### src/rtl/fifo_drain_pkg.sv
// Shared types and constants for the FIFO drain sequencer.
//   drain_state_t     : sequencer states (IDLE, HDR, DATA, FILL)
//   FILL_BYTE_DEFAULT : byte returned when no sample data is owed
package fifo_drain_pkg;

  typedef enum logic [1:0] {
    IDLE,
    HDR,
    DATA,
    FILL
  } drain_state_t;

  localparam logic [7:0] FILL_BYTE_DEFAULT = 8'hFF;

endpackage

### src/rtl/fifo_drain_ctrl_if.sv
// Handshake bundle between the drain sequencer, the sample FIFO read port and
// the I2C slave byte interface.
//   FIFO side : fifo_doutV, fifo_dout, fifo_cnt (to sequencer), fifo_doutR (pop)
//   I2C side  : txn_start, txn_stop, byte_req, clr_err (to sequencer),
//               byte_out, byte_valid, busy, underflow (from sequencer)
// master = the sequencer, slave = the surrounding FIFO / I2C logic.
interface fifo_drain_ctrl_if #(
  parameter int DATASIZE = 8,
  parameter int FIFOSIZE = 128
);
  localparam int CNTSIZE = $clog2(FIFOSIZE) + 1;

  logic                fifo_doutV;
  logic [DATASIZE-1:0] fifo_dout;
  logic [CNTSIZE-1:0]  fifo_cnt;
  logic                fifo_doutR;

  logic                txn_start;
  logic                txn_stop;
  logic                byte_req;
  logic [DATASIZE-1:0] byte_out;
  logic                byte_valid;
  logic                busy;
  logic                underflow;
  logic                clr_err;

  modport master (
    input  fifo_doutV, fifo_dout, fifo_cnt,
    output fifo_doutR,
    input  txn_start, txn_stop, byte_req, clr_err,
    output byte_out, byte_valid, busy, underflow
  );

  modport slave (
    output fifo_doutV, fifo_dout, fifo_cnt,
    input  fifo_doutR,
    output txn_start, txn_stop, byte_req, clr_err,
    input  byte_out, byte_valid, busy, underflow
  );

endinterface

### src/rtl/fifo_drain_ctrl.sv
// Read-side sequencer between the DSP-to-I2C sample FIFO and the I2C slave.
// Each read transaction returns a header byte (FIFO count snapshotted at
// txn_start), then one FIFO entry per byte_req until the snapshot is used up,
// then FILL_BYTE. It is the only driver of the FIFO pop strobe.
// Ports:
//   clk   : system clock
//   reset : asynchronous, active-high reset
//   bus   : fifo_drain_ctrl_if.master (FIFO read port + I2C byte interface)
module fifo_drain_ctrl
  import fifo_drain_pkg::*;
#(
  parameter int                  DATASIZE  = 8,
  parameter int                  FIFOSIZE  = 128,
  parameter logic [DATASIZE-1:0] FILL_BYTE = DATASIZE'(FILL_BYTE_DEFAULT)
) (
  input  logic                 clk,
  input  logic                 reset,
  fifo_drain_ctrl_if.master    bus
);

  localparam int CNTSIZE = $clog2(FIFOSIZE) + 1;
  localparam logic [CNTSIZE-1:0] MAX_CNT = CNTSIZE'(FIFOSIZE);

  if (CNTSIZE > DATASIZE) begin : g_width_check
    $fatal(1, "fifo_drain_ctrl: CNTSIZE (%0d) exceeds DATASIZE (%0d)", CNTSIZE, DATASIZE);
  end

  drain_state_t        state_q, state_d;
  logic [CNTSIZE-1:0]  remaining_q, remaining_d;
  logic [DATASIZE-1:0] byte_out_q, byte_out_d;
  logic                byte_valid_q, byte_valid_d;
  logic                underflow_q, underflow_d;
  logic                underflow_set;
  logic                pop;

  // Pop only when a request actually lands in DATA; stop/start win over it.
  assign pop = (state_q == DATA) && bus.byte_req && bus.fifo_doutV &&
               !bus.txn_stop && !bus.txn_start;

  always_comb begin
    state_d       = state_q;
    remaining_d   = remaining_q;
    byte_out_d    = byte_out_q;
    byte_valid_d  = 1'b0;
    underflow_set = 1'b0;

    if (bus.txn_stop) begin
      state_d = IDLE;
    end else if (bus.txn_start) begin
      state_d     = HDR;
      remaining_d = (bus.fifo_cnt > MAX_CNT) ? MAX_CNT : bus.fifo_cnt;
    end else if (bus.byte_req) begin
      byte_valid_d = 1'b1;
      unique case (state_q)
        IDLE: byte_out_d = FILL_BYTE;
        HDR: begin
          byte_out_d = DATASIZE'(remaining_q);
          state_d    = (remaining_q != '0) ? DATA : FILL;
        end
        DATA: begin
          if (bus.fifo_doutV) begin
            byte_out_d = bus.fifo_dout;
            if (remaining_q != '0) begin
              remaining_d = remaining_q - CNTSIZE'(1);
            end
            state_d = (remaining_q <= CNTSIZE'(1)) ? FILL : DATA;
          end else begin
            byte_out_d    = FILL_BYTE;
            underflow_set = 1'b1;
            state_d       = FILL;
          end
        end
        FILL: byte_out_d = FILL_BYTE;
        default: byte_out_d = FILL_BYTE;
      endcase
    end

    if (underflow_set) begin
      underflow_d = 1'b1;
    end else if (bus.clr_err) begin
      underflow_d = 1'b0;
    end else begin
      underflow_d = underflow_q;
    end
  end

  always_ff @(posedge clk or posedge reset) begin
    if (reset) begin
      state_q      <= IDLE;
      remaining_q  <= '0;
      byte_out_q   <= FILL_BYTE;
      byte_valid_q <= 1'b0;
      underflow_q  <= 1'b0;
    end else begin
      state_q      <= state_d;
      remaining_q  <= remaining_d;
      byte_out_q   <= byte_out_d;
      byte_valid_q <= byte_valid_d;
      underflow_q  <= underflow_d;
    end
  end

  assign bus.fifo_doutR = pop;
  assign bus.byte_out   = byte_out_q;
  assign bus.byte_valid = byte_valid_q;
  assign bus.busy       = (state_q != IDLE);
  assign bus.underflow  = underflow_q;

endmodule

### src/flat_wrapper.sv
// flat-port wrapper written by rule: the top's interface ports become plain ports
module fifo_drain_ctrl_flat import fifo_drain_pkg::*;
#(
  parameter int                  DATASIZE  = 8,
  parameter int                  FIFOSIZE  = 128,
  parameter logic [DATASIZE-1:0] FILL_BYTE = DATASIZE'(FILL_BYTE_DEFAULT)
)
  (clk, reset, bus_fifo_doutV, bus_fifo_dout, bus_fifo_cnt, bus_fifo_doutR, bus_txn_start, bus_txn_stop, bus_byte_req, bus_clr_err, bus_byte_out, bus_byte_valid, bus_busy, bus_underflow);
  fifo_drain_ctrl_if #(.DATASIZE(DATASIZE), .FIFOSIZE(FIFOSIZE)) bus_i ();
  input  logic clk;
  input  logic reset;
  input wire logic [$bits(bus_i.fifo_doutV)-1:0] bus_fifo_doutV;
  input wire logic [$bits(bus_i.fifo_dout)-1:0] bus_fifo_dout;
  input wire logic [$bits(bus_i.fifo_cnt)-1:0] bus_fifo_cnt;
  output wire logic [$bits(bus_i.fifo_doutR)-1:0] bus_fifo_doutR;
  input wire logic [$bits(bus_i.txn_start)-1:0] bus_txn_start;
  input wire logic [$bits(bus_i.txn_stop)-1:0] bus_txn_stop;
  input wire logic [$bits(bus_i.byte_req)-1:0] bus_byte_req;
  input wire logic [$bits(bus_i.clr_err)-1:0] bus_clr_err;
  output wire logic [$bits(bus_i.byte_out)-1:0] bus_byte_out;
  output wire logic [$bits(bus_i.byte_valid)-1:0] bus_byte_valid;
  output wire logic [$bits(bus_i.busy)-1:0] bus_busy;
  output wire logic [$bits(bus_i.underflow)-1:0] bus_underflow;
  assign bus_i.fifo_doutV = bus_fifo_doutV;
  assign bus_i.fifo_dout = bus_fifo_dout;
  assign bus_i.fifo_cnt = bus_fifo_cnt;
  assign bus_fifo_doutR = bus_i.fifo_doutR;
  assign bus_i.txn_start = bus_txn_start;
  assign bus_i.txn_stop = bus_txn_stop;
  assign bus_i.byte_req = bus_byte_req;
  assign bus_i.clr_err = bus_clr_err;
  assign bus_byte_out = bus_i.byte_out;
  assign bus_byte_valid = bus_i.byte_valid;
  assign bus_busy = bus_i.busy;
  assign bus_underflow = bus_i.underflow;
  fifo_drain_ctrl #(.DATASIZE(DATASIZE), .FIFOSIZE(FIFOSIZE), .FILL_BYTE(FILL_BYTE)) u_core (.clk(clk), .reset(reset), .bus(bus_i));
endmodule
### config.mk
export PLATFORM = sky130hd
export DESIGN_NAME = fifo_drain_ctrl_flat
export DESIGN_NICKNAME = d
export VERILOG_FILES = /design/src/rtl/fifo_drain_pkg.sv /design/src/rtl/fifo_drain_ctrl_if.sv /design/src/rtl/fifo_drain_ctrl.sv /design/src/flat_wrapper.sv
export SDC_FILE = /design/constraint.sdc
export NUM_CORES = 1
export LEC_CHECK = 0
export CAP_MARGIN = 20
export CORE_AREA = 2 2 69 71
export CTS_CLUSTER_DIAMETER = 200
export CTS_CLUSTER_SIZE = 8
export DETAILED_ROUTE_END_ITERATION = 6
export DIE_AREA = 0 0 71 73
export SLEW_MARGIN = 10
export SYNTH_ARGS = -nofsm -noshare
export SYNTH_HDL_FRONTEND = slang
export SYNTH_SLANG_ARGS = --single-unit
### constraint.sdc
create_clock -name clk -period 3.5 [get_ports clk]
set_clock_uncertainty 0.15 [all_clocks]
set_input_delay 0.525 -clock clk [delete_from_list [all_inputs] [get_ports clk]]
set_output_delay 0.525 -clock clk [all_outputs]
set_load 0.1 [all_outputs]
==> run_1/placed.png <==
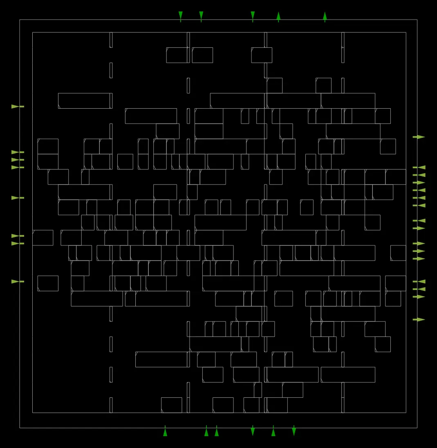
fraction of area in registers: 29.9%
final std cells w/o fill: 228
Core ar.: 0.00454 sq mm
Fillers: 465

==> run_1/ff_map.png <==
Other sequential cells in the stronger grey, the rest of the logic in the fainter grey.
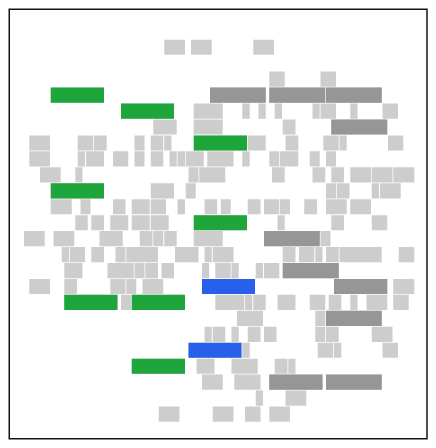
`u_core.remaining_q`: shown in green, flops 8. `u_core.state_q`: shown in blue, flops 2.
Another 10 sequential cells are not coloured.

==> flow_metrics.py, run 1 <==
# Synthesis and PnR figures
metrics = {
    "run_status": {
        "status": "finished, final reports clean",
    },
    "setup_path": {
        "cp-start-kind": "input pin",
        "cp.arrival_ns": 1.96,
        "crit_start": "bus_txn_start",
        "reg2reg_slack_ns": 1.32,
        "crit_fanout": 15,
        "crit_required_ns": 2.82,
        "r2r-start": "u_core.state_q[0]",
    },
    "finish": {
        "design_area_sq_mm": 0.00171,
        "antenna_cells": 0,
        "utilization_pct": 37.7,
        "drive_above_1_share_pct": 17.8,
    },
    "cts": {
        "cts_buffer_depth": 2,
        "cts_hold_buf": 0,
        "numCtsBuffers": 3,
        "cts.sinks": 20,
        "post_cts_resized": 0,
        "clk_pin_slew_ns": 0.07,
        "cts_tree": "yes",
        "postCtsSetupBuffers": 0,
        "root_buffer": "clkbuf_8",
    },
    "route": {
        "drc": 0,
        "drt_iter0_drc": 48,
        "vias_per_cell": 4.96,
        "drt-wirelength-per-cell_um": 14.0,
        "dr_total_vias": 1132,
        "ant_nets": 0,
        "routed_wl_mm": 3.18,
    },
    "global_route": {
        "grt_max_degree": 21,
        "grt_use_total_pct": 13.4,
        "antenna_found_initial": 0,
        "grt_overflow": 0,
        "grt_pass1_vias": 1154,
        "grt_pass1_wl_mm": 5.50,
    },
    "synth": {
        "synthCells": 140,
        "yosysCellCount": 140,
        "syn-num-nets": 168,
        "synth_top_cell_by_count": "nand2_1",
        "synthArstFlopShare_pct": 100,
        "synth.area.top_cells": "dfrtp_1, dfstp_2, nand2b_1",
        "ys_seq_share_pct": 40.1,
        "edf_count": 0,
        "ff_type": "dfrtp_1",
        "top_cells_by_count": "nand2_1, a21oi_1, dfrtp_1, nand2b_1, inv_1",
        "yosys_area_sq_mm": 0.00127,
        "ys.warnings.count": 0,
        "synth_area_sq_mm": 0.00127,
    },
    "place": {
        "portBuffers": 34,
        "routabilityCongestion": 0.793,
        "post_dp_cell_area_sq_mm": 0.00165,
        "dp_hpwl_mm": 2.36,
    },
    "die": {
        "floorplanUtilization_pct": 28.1,
        "rows": 25,
        "die_y_um": 73,
        "chip_area_sq_mm": 0.00518,
        "die_w_um": 71,
        "io_pins": 35,
    },
    "pwr": {
        "p_leak_uw": 0.000716,
        "vdd_drop_max_mv": 0.151,
    },
    "sta": {
        "maxSlewHeadroom_pct": 35.7,
        "hold_slack_ns": 0.312,
        "rsz0062_at_grt": "no",
        "final.setup.tns_ns": 0,
        "slew_violations": 0,
        "hold_viol_final": 0,
        "fin_crit_ns": 2.63,
        "min_period_over_period_pct": 75.2,
        "max_freq_mhz": 380,
        "setup_viol": 0,
    },
    "hold_path": {
        "worstHoldStart": "u_core.bus.byte_out[0]",
    },
    "run": {
        "maxCapViolCount": 0,
        "warnings": 29,
    },
}
==> run_1/route_heat.png <==
Scale bar: 20 um. 14 x 15 tiles, from dark purple (low) to yellow (high), scaled to the fullest tile. Values are wire area over tile area, all layers added.
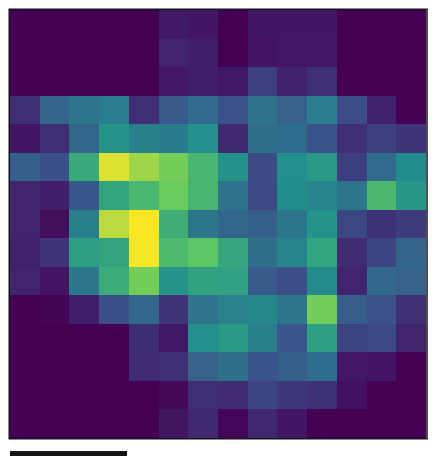
The emptiest ninth of the die: bottom left. 16% of the tiles are over half the peak. The densest ninth of the die: middle.

==> run_1/clock_wires.png <==
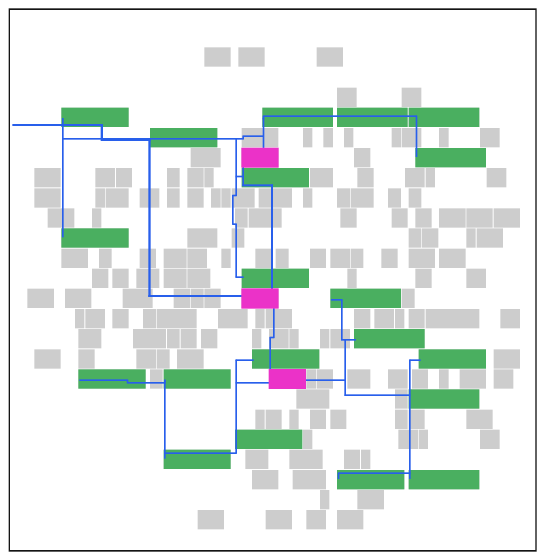
clock wires: shown in blue, length 301 um. clock-net drivers: shown in magenta, count 3. flip-flops: shown in green, count 20.
Position of the flops: widely spread.
Clock Power Share: 20.0%
Worst-Skew Late Latency: 0.26 ns
Clk power: 178 uW

-- run 1: cells by family (layout without fill, tap and decap cells) --
family | after synthesis | after routing | synth area share (%)
DFF | 20 | 20 | 40.1
buffers and inverters | 15 | 49 | 4.72
adders and majority gates | 5 | 5 | 4.92
AOI/OAI and AO/OA | 45 | 45 | 24.6
and+or+nand+nor | 55 | 55 | 25.7
-- run 1: registers in the layout, summed over array words and instances, names as in the netlist --
register               cells
u_core.state_q             2
u_core.bus.byte_out        8
u_core.bus.underflow       1
u_core.remaining_q         8
u_core.bus.byte_valid      1
-- run 1: report_power, final --
group / total (uW) / internal, uW / switching [uW]
Sequential: 331 / 287 / 44.1
Combinational: 381 / 115 / 266
Clock: 178 / 100 / 77.4
-- run 1: layout make-up --
class	count	area (sq um)	share of cell area [%]
multi-input combinational	105	702	41.1
sequential	20	510	29.9
timing repair buffer	35	335	19.6
tap	54	67.6	3.96
clock buffer	4	55.1	3.22
inverter	10	37.5	2.20
-- run 1: through the flow --
stage | power, uW | cells | setup slack [ns]
6_report | 890 | 228 | 0.870
5_1_grt | 939 | 228 | 0.735
4_1_cts | 902 | 228 | 0.879
3_5_place_dp | 719 | 224 | 0.880
3_3_place_gp | 718 | 224 | 0.875
2_1_floorplan | 622 | 140 | 1.11
-- run 1: worst max-delay path: stages --
cell and delay [ns]:
clkdlybuf4s50_1 0.65, nor2_1 0.23, nand2_1 0.09, inv_1 0.08
and3_1 0.20, buf_12 0.18
-- run 1: per-layer routing --
layer | track usage [%] | share of wire, % | vias up
met5 | 0 | 0 | -
met4 | 5.03 | 1.1 | 0
met3 | 2.90 | 5.8 | 4
met2 | 20.7 | 43 | 34
met1 | 18.5 | 50 | 520
li1 | - | - | 574
-- run 1: cells in the final DEF (no fill, tap or decap), types with 2 or more instances in the layout --
cell / count
a211o_1: 2
a21oi_1: 13
a31oi_1: 3
and3_1: 2
buf_4: 10
clkbuf_8: 4
clkdlybuf4s50_1: 24
dfrtp_1: 12
dfstp_2: 8
ha_1: 5
inv_1: 10
nand2_1: 16
nand2b_1: 12
nor2_1: 3
nor2b_1: 7
nor3_1: 2
nor4_1: 2
o211ai_1: 2
o21ai_0: 3
o22ai_1: 3
o31ai_1: 7
or4_4: 2
-- run 1: path summary, 6_finish.rpt --
check | endpoint | depth (start not counted)
max reg2reg | u_core.remaining_q[5] | 6
min in group asynchronous | u_core.remaining_q[6] | 2
max | bus_fifo_doutR | 6
min | u_core.bus.byte_out[0] | 2
min reg2reg | u_core.bus.byte_out[0] | 2
max in group asynchronous | u_core.remaining_q[0] | 2
==> run_1/sizing.png <==
Scale bar: 20 um.
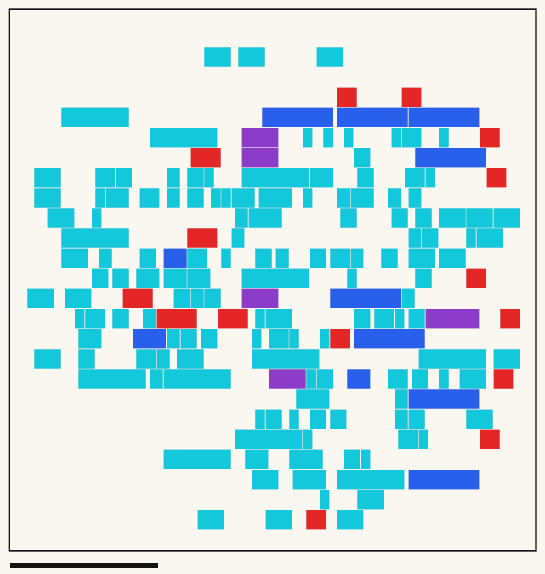

--- run 2 (diff from run 1) ---
==> constraint.sdc (replaced) <==
create_clock -name clk -period 2.43 [get_ports clk]
set_clock_uncertainty 0.15 [all_clocks]
set_input_delay 0.3645 -clock clk [delete_from_list [all_inputs] [get_ports clk]]
set_output_delay 0.3645 -clock clk [all_outputs]
set_load 0.1 [all_outputs]
==> run_2/sizing.png <==
Scale bar: 20 um.
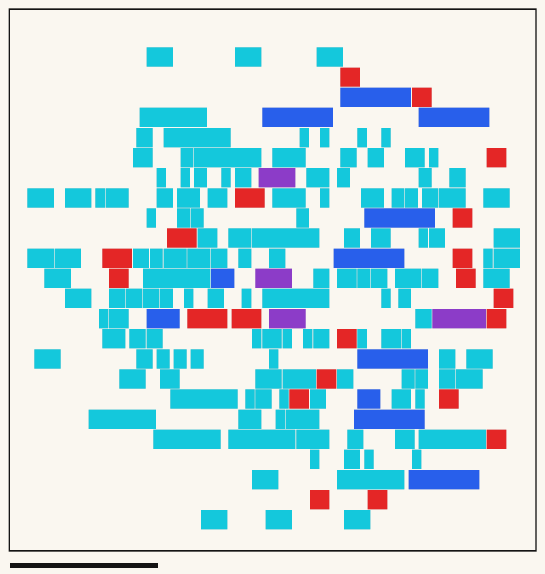
x3 and x4: shown in red, cells 21, most used buf_4. x6 and larger: shown in purple, cells 4, most used clkbuf_8. x2: shown in blue, cells 11, most used dfstp_2. x1 and smaller: shown in cyan, cells 142, most used clkdlybuf4s50_1.
worst setup margin: 0.324 ns
area grow syn2layout: 35.4%
Signal buffers: 39
design area: 0.00172 sq mm

==> run_2/route_heat.png <==
Scale bar: 20 um. 14 x 15 tiles, from dark purple (low) to yellow (high), scaled to the fullest tile. Values are wire area over tile area, all layers added.
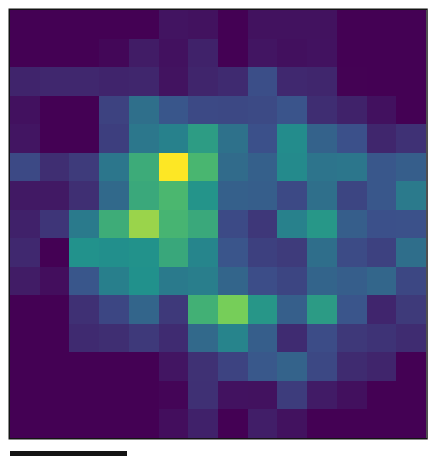
The fullest tile reaches 0.52. 9.5% of the tiles are over half the peak. The densest ninth of the die: middle. The emptiest ninth of the die: bottom left. The mean over all tiles is 0.10. 26% of the tiles are nearly empty.
wirelength, routed: 3.29 mm
drt wl/cell: 14.2 um
GRT Total Usage: 13.3%

==> flow_metrics.py, run 2 <==
# Synthesis and PnR figures
metrics = {
    "run_status": {
        "status": "finished, final reports clean",
    },
    "synth": {
        "synth_top_cell_by_count": "nand2_1",
        "edf_count": 0,
        "synthCells": 140,
        "ys_seq_share_pct": 40.1,
        "synth_area_sq_mm": 0.00127,
        "syn-num-nets": 168,
        "yosys_area_sq_mm": 0.00127,
        "ff_type": "dfrtp_1",
        "ys.warnings.count": 0,
        "top_cells_by_count": "nand2_1, a21oi_1, dfrtp_1, nand2b_1, inv_1",
        "synth.area.top_cells": "dfrtp_1, dfstp_2, nand2b_1",
        "synthArstFlopShare_pct": 100,
    },
    "finish": {
        "fillCellCount": 474,
        "drive_above_1_share_pct": 20.2,
        "antenna_cells": 0,
        "layout_top_cell": "clkdlybuf4s50_1",
        "layout_top_cells": "clkdlybuf4s50_1, nand2_1, buf_4, a21oi_1",
    },
    "pwr": {
        "seq_power_share_pct": 37.8,
        "swShare_pct": 44.6,
        "vdd_drop_max_mv": 0.204,
        "p_leak_uw": 0.000733,
        "power.internal_uw": 699,
    },
    "sta": {
        "rsz0062_at_grt": "no",
        "fin_crit_ns": 2.11,
        "final.setup.tns_ns": 0,
        "setup_viol": 0,
        "hold_viol_final": 0,
    },
    "route": {
        "vias_per_cell": 5.02,
        "drt-pass1-iter-count": 4,
        "ant_nets": 0,
        "drt_iter0_drc": 84,
        "drc": 0,
        "dr_total_vias": 1165,
    },
    "die": {
        "chip_area_sq_mm": 0.00518,
        "core_sq_mm": 0.00454,
        "floorplanUtilization_pct": 28.1,
        "die_y_um": 73,
        "rows": 25,
        "io_pins": 35,
    },
    "setup_path": {
        "worst_path_max_delay_cell": "clkdlybuf4s50_1",
        "crit_fanout": 5,
        "crit_family": "buffers and inverters",
        "crit_buf_inv": 3,
        "slowest_delay_ns": 0.50,
        "cp-start-kind": "input pin",
        "crit_required_ns": 1.92,
        "cp.arrival_ns": 1.59,
    },
    "cts": {
        "numCtsBuffers": 3,
        "clk_pin_slew_ns": 0.08,
        "cts.sinks": 20,
        "cts_buffer_depth": 2,
        "cts_hold_buf": 0,
        "root_buffer": "clkbuf_8",
        "post_cts_resized": 0,
        "clk_latency_ns": 0.26,
    },
    "run": {
        "maxCapViolCount": 0,
    },
    "global_route": {
        "grt_pass1_wl_mm": 5.50,
        "antenna_found_initial": 0,
    },
    "place": {
        "portBuffers": 34,
        "routabilityCongestion": 0.821,
        "dp_hpwl_mm": 2.45,
    },
}
==> run_2/placed.png <==
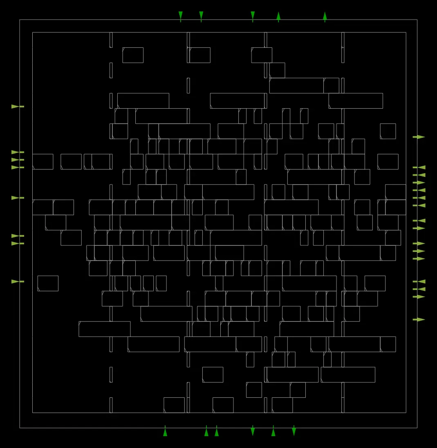
final std cells w/o fill: 232
n_taps: 54

[run 2: cell counts after synthesis]
No cell type changed its count.
[run 2: final cells by class]
class                   count  area (sq um)  area share, %
multi-input cells         105           702           40.7
flip-flops and latches     20           510           29.6
well taps                  54          67.6           3.92
repair buffers             39           360           20.9
inverters                  10          37.5           2.18
clock buffers               4          45.0           2.61
[run 2: final timing paths]
kind / startpoint / endpoint / slack [ns] / cells past startpoint
max: bus_txn_start / bus_fifo_doutR / 0.32 / 6
max reg2reg: u_core.remaining_q[0] / u_core.remaining_q[3] / 0.39 / 6
min: reset / u_core.remaining_q[5] / 0.29 / 3
min in group clk: u_core.bus.byte_out[0] / u_core.bus.byte_out[0] / 0.31 / 2
min reg2reg: u_core.bus.byte_out[0] / u_core.bus.byte_out[0] / 0.31 / 2
max in group asynchronous: reset / u_core.bus.byte_out[0] / 1.57 / 3
[run 2: logic make-up after synthesis]
family,count (synthesis),synth area share (%)
DFF,20,40.1
adders and majority gates,5,4.92
buffers and inverters,15,4.72
and+or+nand+nor,55,25.7
AOI/OAI and AO/OA,45,24.6
[run 2: through the flow]
step | setup WS [ns] | util (%) | total power, uW | instances | cell area (sq um)
4_1_cts | 0.326 | 38.0 | 1270 | 232 | 1720
6_report | 0.324 | 38.0 | 1260 | 232 | 1720
2_1_floorplan | 0.202 | - | 896 | 140 | 1270
5_1_grt | 0.211 | 38.0 | 1330 | 232 | 1720
3_5_place_dp | 0.300 | 37.0 | 1040 | 228 | 1680
3_3_place_gp | 0.332 | 37.0 | 1040 | 228 | 1680
[run 2: worst register-to-register path, cell delays in order, from the launching register on]
cell	delay (ns)
dfrtp_1	0.44
inv_1	0.10
ha_1	0.24
or3b_4	0.44
o21a_4	0.26
nor2_4	0.16
o211ai_1	0.12
[run 2: layer usage]
layer	vias to the layer above	part of all wire, %	routed length (um)	track usage, %
met3	2	7.1	233	3.04
met1	542	49	1600	19.2
met5	-	0	0	0
li1	584	-	-	-
met2	37	43	1430	19.8
met4	0	0.64	21	3.77
[run 2: power by group through the flow]
stage	Combinational [uW]	Clock, uW	Sequential (uW)
2_1_floorplan	188	0	708
3_3_place_gp	557	0	482
3_5_place_dp	558	0	483
4_1_cts	560	234	477
5_1_grt	597	249	487
6_report	555	230	477
Power is estimated from default activity; no workload was simulated.
